File: config.mk
export PLATFORM = sky130hd
export DESIGN_NAME = dpll_lock_detector
export DESIGN_NICKNAME = d
export VERILOG_FILES = /design/src/rtl/dpll_lock_detector.sv
export SDC_FILE = /design/constraint.sdc
export NUM_CORES = 1
export LEC_CHECK = 0
export ABC_AREA = 1
export CORE_UTILIZATION = 49
export DETAILED_ROUTE_END_ITERATION = 8
export GPL_ROUTABILITY_DRIVEN = 0
export PLACE_DENSITY = 0.71
export SYNTH_ARGS = -nofsm -noshare
export SYNTH_HDL_FRONTEND = slang
export SYNTH_SLANG_ARGS = --single-unit
File: constraint.sdc
create_clock -name oscInput -period 4.7 [get_ports oscInput]
set_clock_uncertainty 0.05 [all_clocks]
set_input_delay 1.175 -clock oscInput [delete_from_list [all_inputs] [get_ports oscInput]]
set_output_delay 1.175 -clock oscInput [all_outputs]
set_load 0.03 [all_outputs]
File: src/rtl/dpll_lock_detector.sv
// DPLL lock monitor: measures the reference period and the feedback phase
// error in the oscInput domain, and runs a hysteretic lock FSM.
`timescale 1ns/1ps
module dpll_lock_detector #(
  parameter int CNT_WIDTH    = 20,
  parameter int PHASE_TOL    = 16,
  parameter int LOCK_COUNT   = 8,
  parameter int UNLOCK_COUNT = 4,
  parameter int REF_TIMEOUT  = 1048575
) (
  input  logic                        oscInput,
  input  logic                        reset,
  input  logic                        refIn,
  input  logic                        fbIn,
  output logic                        locked,
  output logic [1:0]                  lockState,
  output logic signed [CNT_WIDTH:0]   phaseErr,
  output logic                        errValid,
  output logic [CNT_WIDTH-1:0]        refPeriod,
  output logic                        lossOfRef
);

  localparam int GW = $clog2(LOCK_COUNT + 1) + 1;
  localparam int BW = $clog2(UNLOCK_COUNT + 1) + 1;

  typedef enum logic [1:0] {
    UNLOCKED  = 2'd0,
    ACQUIRING = 2'd1,
    LOCKED    = 2'd2,
    HOLDOVER  = 2'd3
  } state_e;

  logic [2:0]                 ref_sync_q, fb_sync_q;
  logic [CNT_WIDTH-1:0]       cnt_q, cnt_d, cnt_inc, half;
  logic [CNT_WIDTH-1:0]       t_q, t_d;
  logic                       fb_seen_q, fb_seen_d;
  logic                       first_q, first_d;
  logic                       los_q, los_d;
  logic [CNT_WIDTH-1:0]       period_q, period_d;
  logic signed [CNT_WIDTH:0]  err_q, err_d, err, err_abs;
  logic                       ev_q, ev_d;
  state_e                     state_q, state_d;
  logic [GW-1:0]              good_q, good_d, good_inc;
  logic [BW-1:0]              bad_q, bad_d, bad_inc;
  logic                       ref_edge, fb_edge, good;

  assign ref_edge = ref_sync_q[1] & ~ref_sync_q[2];
  assign fb_edge  = fb_sync_q[1] & ~fb_sync_q[2];

  always_comb begin
    // cnt_inc is "cycles since the last ref edge", including this one
    cnt_inc  = (&cnt_q) ? cnt_q : cnt_q + 1'b1;
    half     = cnt_inc >> 1;
    err      = (t_q <= half) ? {1'b0, t_q}
                             : {1'b0, t_q} - {1'b0, cnt_inc};
    err_abs  = err[CNT_WIDTH] ? -err : err;
    good     = fb_seen_q && (err_abs <= (CNT_WIDTH+1)'(PHASE_TOL));
    good_inc = good_q + 1'b1;
    bad_inc  = bad_q + 1'b1;

    cnt_d     = ref_edge ? '0 : cnt_inc;
    t_d       = t_q;
    fb_seen_d = fb_seen_q;
    first_d   = first_q;
    los_d     = los_q;
    period_d  = period_q;
    err_d     = err_q;
    ev_d      = 1'b0;
    state_d   = state_q;
    good_d    = good_q;
    bad_d     = bad_q;

    if (ref_edge) begin
      fb_seen_d = fb_edge;
      t_d       = '0;
    end else if (fb_edge && !fb_seen_q) begin
      fb_seen_d = 1'b1;
      t_d       = cnt_inc;
    end

    if (ref_edge) begin
      los_d = 1'b0;
      if (first_q) begin
        first_d = 1'b0;
      end else begin
        period_d = cnt_inc;
        if (fb_seen_q) begin
          err_d = err;
          ev_d  = 1'b1;
        end
        unique case (state_q)
          UNLOCKED: if (good) begin
            if (LOCK_COUNT <= 1) begin
              state_d = LOCKED;
            end else begin
              state_d = ACQUIRING;
              good_d  = GW'(1);
            end
          end
          ACQUIRING: if (good) begin
            if (good_inc >= GW'(LOCK_COUNT)) begin
              state_d = LOCKED;
              good_d  = '0;
            end else begin
              good_d  = good_inc;
            end
          end else begin
            state_d = UNLOCKED;
            good_d  = '0;
          end
          LOCKED: if (!good) begin
            state_d = HOLDOVER;
            bad_d   = BW'(1);
          end
          HOLDOVER: if (good) begin
            state_d = LOCKED;
            bad_d   = '0;
          end else if (bad_inc >= BW'(UNLOCK_COUNT)) begin
            state_d = UNLOCKED;
            bad_d   = '0;
          end else begin
            bad_d   = bad_inc;
          end
          default: state_d = UNLOCKED;
        endcase
      end
    end else if (cnt_q == CNT_WIDTH'(REF_TIMEOUT)) begin
      los_d   = 1'b1;
      first_d = 1'b1;
      state_d = UNLOCKED;
      good_d  = '0;
      bad_d   = '0;
    end
  end

  always_ff @(posedge oscInput or negedge reset) begin
    if (!reset) begin
      ref_sync_q <= '0;
      fb_sync_q  <= '0;
      cnt_q      <= '0;
      t_q        <= '0;
      fb_seen_q  <= 1'b0;
      first_q    <= 1'b1;
      los_q      <= 1'b0;
      period_q   <= '0;
      err_q      <= '0;
      ev_q       <= 1'b0;
      state_q    <= UNLOCKED;
      good_q     <= '0;
      bad_q      <= '0;
    end else begin
      ref_sync_q <= {ref_sync_q[1:0], refIn};
      fb_sync_q  <= {fb_sync_q[1:0], fbIn};
      cnt_q      <= cnt_d;
      t_q        <= t_d;
      fb_seen_q  <= fb_seen_d;
      first_q    <= first_d;
      los_q      <= los_d;
      period_q   <= period_d;
      err_q      <= err_d;
      ev_q       <= ev_d;
      state_q    <= state_d;
      good_q     <= good_d;
      bad_q      <= bad_d;
    end
  end

  assign lockState = state_q;
  assign locked    = state_q[1];
  assign phaseErr  = err_q;
  assign errValid  = ev_q;
  assign refPeriod = period_q;
  assign lossOfRef = los_q;

endmodule

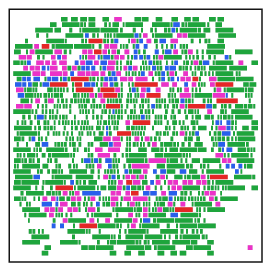
(drive-strength map)
(2 px per um)
| size | color | cells | share |
|---|---|---|---|
| _3 and _4 cells | magenta | 164 | 13% |
| _0 and _1 cells | green | 992 | 77% |
| _2 cells | blue | 116 | 9.0% |
| _6 and larger | red | 24 | 1.9% |

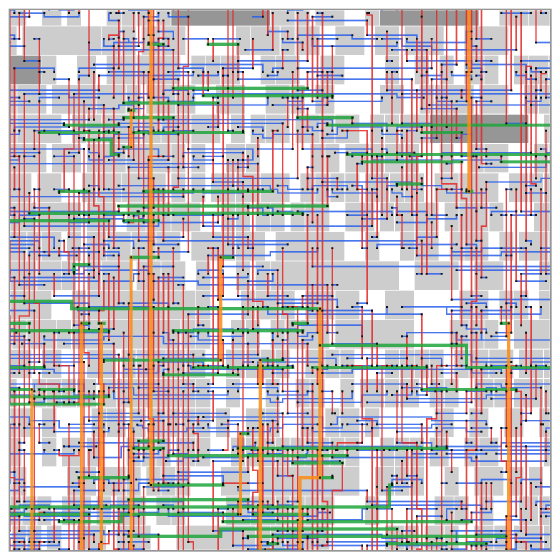
(close-up of the layout)
Window x 38 to 88, y 63 to 113 um. Cells in gray, sequential cells in the stronger gray; small squares are vias.
| layer | color |
|---|---|
| metal 3 | green |
| metal 2 | red |
| metal 4 | orange |
| metal 1 | blue |
sequential cells in the window: 3
cells with their middle in the window: 341
most frequent: nand2_1 (122), buf_4 (36), inv_1 (33)
netlist names of flops here include: phaseErr (3)

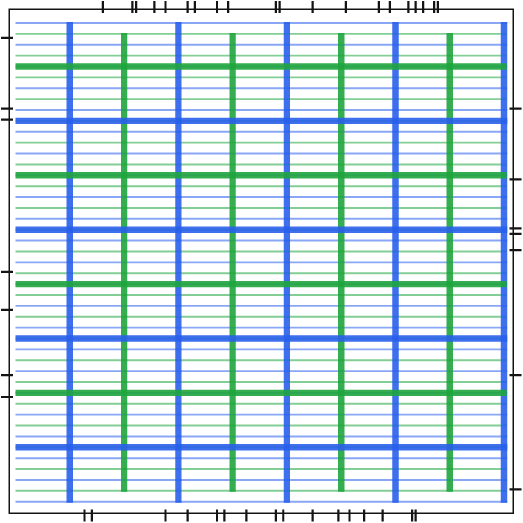
(power grid)
(4 px per um) Pins as bars on the die edge.
| net | color |
|---|---|
| VDD | green |
| VSS | blue |
met4 straps: 9
met5 straps: 8
Max rail drop VDD: 0.6689 mV
horizontal die size: 125.6 um

==> summary.txt <==
Purpose: to document the outcome of synthesis and place and route.

Power and ir drop
The group drawing the most power is combinational cells. Sequential power for this build is between 1000 and 1500 uW. The combinational power reported by the tool is just over 4000 uW. The clock network power is ~800 uW.

Min path
Counting instances, the worst hold path has a depth of 0.

Critical path
For reference, the critical path is launched at cnt_q[1]. The family with the most delay on the worst path is simple AND/OR/NAND/NOR gates. The worst setup path is launched from a flip-flop.

The timing report shows the most common cell along the critical path to be sky130_fd_sc_hd__nor2_4. The stage delay of the slowest cell on the critical path is around 0.35 ns. According to the timing report, the data required time at the worst endpoint equals around 4.9 ns. The critical path data arrival time is 5.15 ns. The capturing element of the worst setup path is bad_q[0]. By startpoint and endpoint, the worst setup path is classified as flip-flop to flip-flop. STA lists the startpoint of the worst register-to-register path as cnt_q[1]. Together, buffers and inverters on the worst path number 8.

Clock network
In the CTS report, the clock slew at the register clock pins of the worst setup and hold paths is listed as about 0.070 ns. The maximum count of clock buffers along a single path is 2. The root buffer cell chosen for the clock tree is sky130_fd_sc_hd__clkbuf_16.

Once the clock tree was built, the resizer swapped about 40 gates to a different size. The CTS tree is built. The number of clock sinks is 102.

Status
The final reports fail on design-rule violations, negative setup slack. The run finished, with violations left.

Global routing
Global routing put the most usage on met2. The number of global-route vias before repair is about 7600. The largest net degree at the start of global routing is between 70 and 80. The first global-routing pass estimated between 30 and 40 mm of wire. The total overflow reported by the global router is 0. met2 track demand over resource after global routing is between 40% and 50%.

Floorplanning
The die outline area is ~0.016 mm2.

Final layout
The biggest cell category by area in the final layout is combinational gates. The fraction of layout instances using a drive strength above 1 is about a quarter. The post-synthesis to final-layout area growth is 31.55%. The most frequent logic cell in the layout is sky130_fd_sc_hd__nand2_1.

The repair_antennas step left the layout with diodes totalling 0. Ranking logic cells in the layout by count gives the top entries sky130_fd_sc_hd__nand2_1 (358), sky130_fd_sc_hd__buf_4 (119), sky130_fd_sc_hd__inv_1 (117). The flip-flop count of the largest register after layout is 21.

STA
The post-route worst hold slack is approximately 0.3 ns. Across all setup checks in the final design, the least slack found is -0.2464 ns. The headroom to the max-slew limit is between 30% and 40%. The number of setup violations in the final report is 11.

Routing
In the detailed route, the total length drawn on met2 is approximately 11 mm. After detailed routing, the number of remaining DRC violations is 1.

Synth
The share of the Yosys chip area taken by registers is approximately a third. The most used flip-flop cell after synthesis is sky130_fd_sc_hd__dfrtp_1.

Place
The HPWL reported at the end of detailed placement is roughly 16 mm. The post-placement cell count is approximately 1400. Per the detailed placement report, the placed cell area equals around 0.0088 mm2.
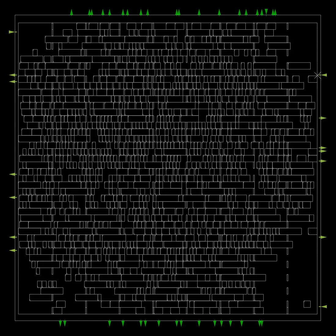
(cell outlines without signal wires)
Flops: 102
tapcells inserted: 184
fraction of area in registers: 25.91%
number of filler instances in the final layout: 1287
number of core rows: 44

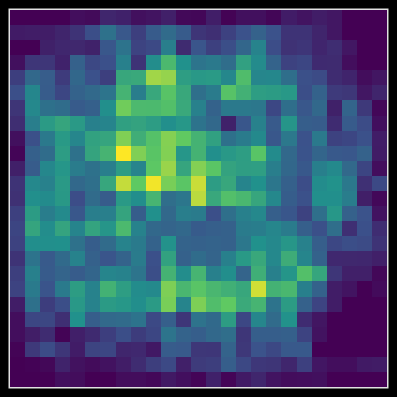
(wire density map)
(3 px per um) The die is cut into 25 by 25 equal tiles; dark purple is low, yellow is high, scaled to the fullest tile. Values are wire area over tile area, all layers added.
tiles over half the peak: 21%
nearly empty tiles: 8.5%
densest ninth of the die: center
mean over tiles: 0.22
via count: 7849
total routed wirelength: 21.42 mm
Total GRT Usage: 27.70%
average wire per standard cell: 14.47 um

[synthesized netlist by cell type (2+ instances only)]
cell	count	area, um2
sky130_fd_sc_hd__nand3_2	9	90.09
sky130_fd_sc_hd__nand3b_1	4	30.03
sky130_fd_sc_hd__a21oi_1	32	160.2
sky130_fd_sc_hd__o21ai_1	5	25.02
sky130_fd_sc_hd__a31oi_1	2	12.51
sky130_fd_sc_hd__o21bai_1	5	37.54
sky130_fd_sc_hd__nor2_4	6	67.56
sky130_fd_sc_hd__buf_4	6	45.04
sky130_fd_sc_hd__buf_6	6	67.56
sky130_fd_sc_hd__o21ai_0	66	330.3
sky130_fd_sc_hd__inv_1	120	450.4
sky130_fd_sc_hd__nand4_1	21	131.4
sky130_fd_sc_hd__xor2_1	12	105.1
sky130_fd_sc_hd__nand3_1	98	490.5
sky130_fd_sc_hd__nand2_4	4	45.04
sky130_fd_sc_hd__mux2_2	2	22.52
sky130_fd_sc_hd__xnor2_1	5	43.79
sky130_fd_sc_hd__nor2_2	13	81.33
sky130_fd_sc_hd__nand3_4	3	52.55
sky130_fd_sc_hd__inv_2	11	41.29
sky130_fd_sc_hd__nand2_1	396	1486
sky130_fd_sc_hd__clkbuf_1	14	52.55
sky130_fd_sc_hd__dfrtp_1	101	2527
sky130_fd_sc_hd__nor3_1	13	65.06
sky130_fd_sc_hd__ha_1	28	350.3
sky130_fd_sc_hd__nand2_2	20	125.1
sky130_fd_sc_hd__clkinv_1	4	15.01
sky130_fd_sc_hd__nor2_1	112	420.4
[kinds of logic after synthesis]
kind of cell               after synthesis  synth area share [%]
and+or+nand+nor                        703                 41.54
buffers and inverters                  162                 9.036
muxes                                    2                0.3006
xor gates and xnor gates                17                 1.988
AOI/OAI and AO/OA                      116                 8.368
DFF                                    102                 34.09
adders and majority gates               28                 4.677
No activity file was given, so power comes from the tool's default toggle rates.
